===== src/rtl/iter_shifter_pkg.sv =====
// Shared definitions for the iterative shift unit: shift-mode codes and FSM states.
package shift_pkg;

   localparam logic [1:0] SH_SLL  = 2'b00;
   localparam logic [1:0] SH_SRL  = 2'b01;
   localparam logic [1:0] SH_ROTR = 2'b10;
   localparam logic [1:0] SH_SRA  = 2'b11;

   typedef enum logic [1:0] {
      ST_IDLE  = 2'b00,
      ST_SHIFT = 2'b01,
      ST_DONE  = 2'b10
   } state_t;

endpackage


===== src/rtl/iter_shifter_if.sv =====
// Request/response bundle of the iterative shifter: start/done handshake plus operands and result.
interface iter_shifter_if #(
   parameter int WIDTH = 32
) ();
   localparam int SHAMT_W = $clog2(WIDTH);

   logic               start;
   logic [WIDTH-1:0]   data;
   logic [SHAMT_W-1:0] shamt;
   logic [1:0]         mode;
   logic               busy;
   logic               done;
   logic [WIDTH-1:0]   result;

   modport master (
      output start, data, shamt, mode,
      input  busy, done, result
   );

   modport slave (
      input  start, data, shamt, mode,
      output busy, done, result
   );
endinterface


===== src/rtl/iter_shifter_step.sv =====
// Combinational shift of a value by 0..STEP positions in one of the four shift modes.
module step_shifter
   import shift_pkg::*;
#(
   parameter int WIDTH = 32,
   parameter int STEP  = 2,
   parameter int AMT_W = $clog2(STEP + 1)
) (
   input  logic [WIDTH-1:0] value,
   input  logic [AMT_W-1:0] amt,
   input  logic [1:0]       mode,
   output logic [WIDTH-1:0] shifted
);

   // NOTE: every output of a combinational block gets a default first, so no path can infer a latch.
   always_comb begin
      shifted = value;
      if (amt != '0) begin
         case (mode)
            SH_SLL:  shifted = value << amt;
            SH_SRL:  shifted = value >> amt;
            SH_SRA:  shifted = WIDTH'($signed(value) >>> amt);
            SH_ROTR: shifted = (value >> amt) | (value << (WIDTH - int'(amt)));
            default: shifted = value;
         endcase
      end
   end

endmodule


===== src/rtl/iter_shifter.sv =====
// Multi-cycle SLL/SRL/SRA/ROTR unit: shifts up to STEP bits per clock under a start/done handshake.
module iter_shifter
   import shift_pkg::*;
#(
   parameter  int WIDTH   = 32,
   parameter  int STEP    = 2,
   localparam int SHAMT_W = $clog2(WIDTH)
) (
   input  logic           clk,
   input  logic           rst_n,
   iter_shifter_if.slave  bus
);

   localparam int AMT_W = $clog2(STEP + 1);

   state_t             state, next_state;
   logic [WIDTH-1:0]   work;
   logic [SHAMT_W-1:0] rem, rem_next;
   logic [1:0]         mode_q;
   logic [WIDTH-1:0]   result_q;
   logic [AMT_W-1:0]   step_amt;
   logic [WIDTH-1:0]   shifted;
   logic               accept;

   assign accept = (state != ST_SHIFT) && bus.start;

   // Clamp the per-clock distance so the final partial step never drives rem below zero.
   always_comb begin
      step_amt = AMT_W'(rem);
      if (rem > SHAMT_W'(STEP)) step_amt = AMT_W'(STEP);
      rem_next = rem - SHAMT_W'(step_amt);
   end

   step_shifter #(
      .WIDTH (WIDTH),
      .STEP  (STEP),
      .AMT_W (AMT_W)
   ) u_step (
      .value   (work),
      .amt     (step_amt),
      .mode    (mode_q),
      .shifted (shifted)
   );

   // NOTE: sequential state uses non-blocking assignments so every register samples pre-edge values.
   always_ff @(posedge clk or negedge rst_n) begin
      if (!rst_n) state <= ST_IDLE;
      else        state <= next_state;
   end

   always_comb begin
      next_state = state;
      case (state)
         ST_IDLE, ST_DONE: begin
            next_state = ST_IDLE;
            if (bus.start) next_state = (bus.shamt != '0) ? ST_SHIFT : ST_DONE;
         end
         ST_SHIFT: next_state = (rem_next == '0) ? ST_DONE : ST_SHIFT;
         default:  next_state = ST_IDLE;
      endcase
   end

   always_ff @(posedge clk or negedge rst_n) begin
      if (!rst_n) begin
         work     <= '0;
         rem      <= '0;
         mode_q   <= SH_SLL;
         result_q <= '0;
      end else begin
         if (accept) begin
            work   <= bus.data;
            rem    <= bus.shamt;
            mode_q <= bus.mode;
         end else if (state == ST_SHIFT) begin
            work <= shifted;
            rem  <= rem_next;
         end
         // A zero-distance request enters DONE straight from the operand bus.
         if (next_state == ST_DONE)
            result_q <= (state == ST_SHIFT) ? shifted : bus.data;
      end
   end

   always_comb begin
      bus.busy   = (state == ST_SHIFT);
      bus.done   = (state == ST_DONE);
      bus.result = result_q;
   end

endmodule


===== src/flat_wrapper.sv =====
// flat-port wrapper written by rule: the top's interface ports become plain ports
module iter_shifter_flat import shift_pkg::*;
#(
   parameter  int WIDTH   = 32,
   parameter  int STEP    = 2,
   localparam int SHAMT_W = $clog2(WIDTH)
)
  (clk, rst_n, bus_start, bus_data, bus_shamt, bus_mode, bus_busy, bus_done, bus_result);
  iter_shifter_if #(.WIDTH(WIDTH)) bus_i ();
  input  logic clk;
  input  logic rst_n;
  input wire logic [$bits(bus_i.start)-1:0] bus_start;
  input wire logic [$bits(bus_i.data)-1:0] bus_data;
  input wire logic [$bits(bus_i.shamt)-1:0] bus_shamt;
  input wire logic [$bits(bus_i.mode)-1:0] bus_mode;
  output wire logic [$bits(bus_i.busy)-1:0] bus_busy;
  output wire logic [$bits(bus_i.done)-1:0] bus_done;
  output wire logic [$bits(bus_i.result)-1:0] bus_result;
  assign bus_i.start = bus_start;
  assign bus_i.data = bus_data;
  assign bus_i.shamt = bus_shamt;
  assign bus_i.mode = bus_mode;
  assign bus_busy = bus_i.busy;
  assign bus_done = bus_i.done;
  assign bus_result = bus_i.result;
  iter_shifter #(.WIDTH(WIDTH), .STEP(STEP)) u_core (.clk(clk), .rst_n(rst_n), .bus(bus_i));
endmodule

===== config.mk =====
export PLATFORM = sky130hd
export DESIGN_NAME = iter_shifter_flat
export DESIGN_NICKNAME = d
export VERILOG_FILES = /design/src/rtl/iter_shifter_pkg.sv /design/src/rtl/iter_shifter_if.sv /design/src/rtl/iter_shifter_step.sv /design/src/rtl/iter_shifter.sv /design/src/flat_wrapper.sv
export SDC_FILE = /design/constraint.sdc
export NUM_CORES = 1
export LEC_CHECK = 0
export ABC_AREA = 1
export CAP_MARGIN = 5
export CORE_MARGIN = 2
export CORE_UTILIZATION = 55
export DETAILED_ROUTE_END_ITERATION = 10
export HOLD_SLACK_MARGIN = 0.02
export MAX_ROUTING_LAYER = met4
export PLACE_DENSITY = 0.8
export SYNTH_ARGS = -nofsm -noshare
export SYNTH_HDL_FRONTEND = slang
export SYNTH_SLANG_ARGS = --single-unit

===== constraint.sdc =====
create_clock -name clk -period 5.64 [get_ports clk]
set_input_delay 0.564 -clock clk [delete_from_list [all_inputs] [get_ports clk]]
set_output_delay 0.564 -clock clk [all_outputs]
set_load 0.02 [all_outputs]

Figure 1. Sequential cells colored by netlist name.
Other sequential cells in the stronger gray, the rest of the logic in the fainter gray.
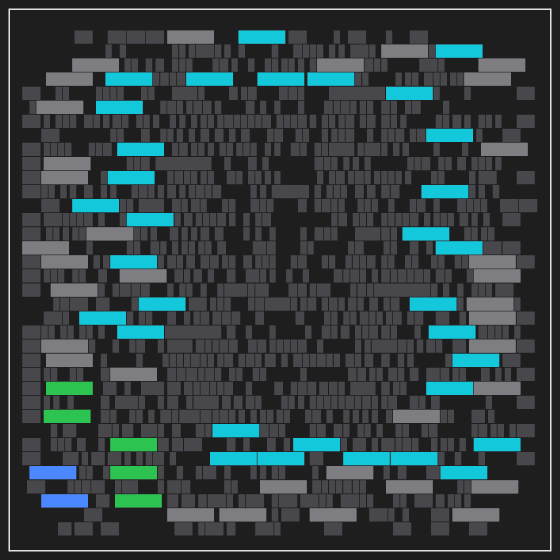
Cyan shows `u_core.work`, flops 32, where widely spread. Blue shows `u_core.state`, flops 2. Green shows `u_core.rem`, flops 5, where south-west.
Another 34 sequential cells are not colored.

==> summary.json <==
{
  "grt_antenna_before_repair": {"value": 0},
  "chain_of_cells_forming_the_critical_path": {"value": "nand2_1, nand3_1, nand2_1, ha_1, xnor2_1, nor3_2, nand3_1, nand2_2, inv_2, nor2_1, a21oi_1"},
  "synthesis.area": {"value": 5560, "unit": "µm²"},
  "outcome": {"value": "finished clean"},
  "p_int": {"value": 2120, "unit": "µW"},
  "power.sequential.total": {"value": 936, "unit": "µW"},
  "post_cts.resized_instances": {"value": 0},
  "clkTransAtPathRegs": {"value": 0.08, "unit": "ns"},
  "cts_max_level": {"value": 3},
  "power-per-cell-area": {"value": 663, "unit": "nW/µm²"},
  "detail_route.wl_per_cell": {"value": 13.2, "unit": "µm"},
  "worst_path_max_delay_cell": {"value": "dfrtp_1"},
  "die.size.y": {"value": 105, "unit": "µm"},
  "fin_worst_hold_slack": {"value": 0.324, "unit": "ns"},
  "final_hold_viol_count": {"value": 0},
  "synth-warning-count": {"value": 0},
  "clock-skew-final": {"value": 0.00977, "unit": "ns"},
  "post_cts_hold_buffer_count": {"value": 0},
  "r2r_slack": {"value": 2.60, "unit": "ns"},
  "globalplace.congestion": {"value": 0.996},
  "multi_input_comb_area": {"value": 3130, "unit": "µm²"},
  "average_cell_area_after_synthesis": {"value": 5.88, "unit": "µm²"},
  "final_nets": {"value": 1034},
  "n_all_buffers": {"value": 84},
  "top_logic_kind": {"value": "simple AND/OR/NAND/NOR gates"},
  "path_delay_family": {"value": "flip-flops"},
  "adder_share": {"value": 0.450, "unit": "%"},
  "num_antenna_cells": {"value": 0},
  "cts_setup_buffers": {"value": 0},
  "switchingPower": {"value": 2220, "unit": "µW"},
  "minimum_clock_period_after_layout": {"value": 3.04, "unit": "ns"},
  "tritoncts": {"value": "yes"},
  "tool_warning_count": {"value": 26},
  "final-max-slew-violation-count": {"value": 0},
  "post-route-period-util": {"value": 53.9, "unit": "%"},
  "flop_area": {"value": 1830, "unit": "µm²"},
  "max-clock-path-buffers": {"value": 2},
  "logic_gate_count": {"value": 726},
  "synth.lib_cells_used.distinct": {"value": 34},
  "worst_ep_arrival_time": {"value": 3.33, "unit": "ns"},
  "numSequentialCells": {"value": 73},
  "rr_endpoint": {"value": "u_core.bus.result[26]"},
  "rsz0062_at_grt": {"value": "no"},
  "area.share.sequential": {"value": 27.9, "unit": "%"},
  "post_synth_mux_area_share": {"value": 0, "unit": "%"},
  "max_slew.worst_pin.slew": {"value": 1.01, "unit": "ns"}
}
Figure 2. Placed cells, one color a class.
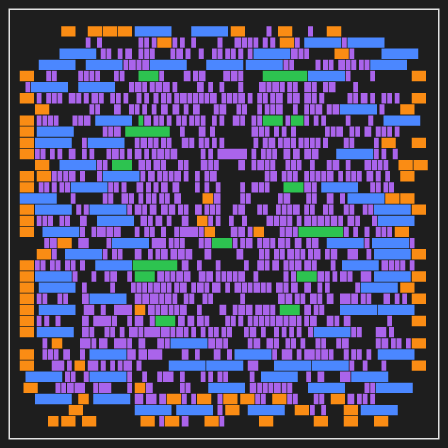
Purple shows all other logic, cells 822. Blue shows flip-flops, cells 73. Orange shows other buffers and delay cells, cells 84. Green shows clock drivers and dummy loads, cells 15.

## through the flow
stage,utilization (%),instance area [µm²],setup slack [ns],power (µW),instances
final,67.1,6560,2.60,4340,1127
after global routing,67.1,6560,2.31,4830,1127
after CTS,67.1,6560,2.64,4330,1127
after detailed placement,64.4,6300,2.64,3760,1112
after global placement,64.4,6300,2.65,3730,1112
after floorplan,-,5560,3.52,3070,945
## state kept, by name, indices dropped and copies added, names as in the netlist
| register | cells |
|---|---|
| u_core.work | 32 |
| u_core.state | 2 |
| u_core.mode_q | 2 |
| u_core.rem | 5 |
| u_core.bus.result | 32 |
## per-layer routing
metal	track usage (%)	share of wire, %	up-vias
met1	39.5	46	2731
met5	-	0	-
li1	-	-	3046
met4	9.75	2.0	0
met3	4.51	7.2	28
met2	45.7	45	263
Power and IR drop assume default switching activity.
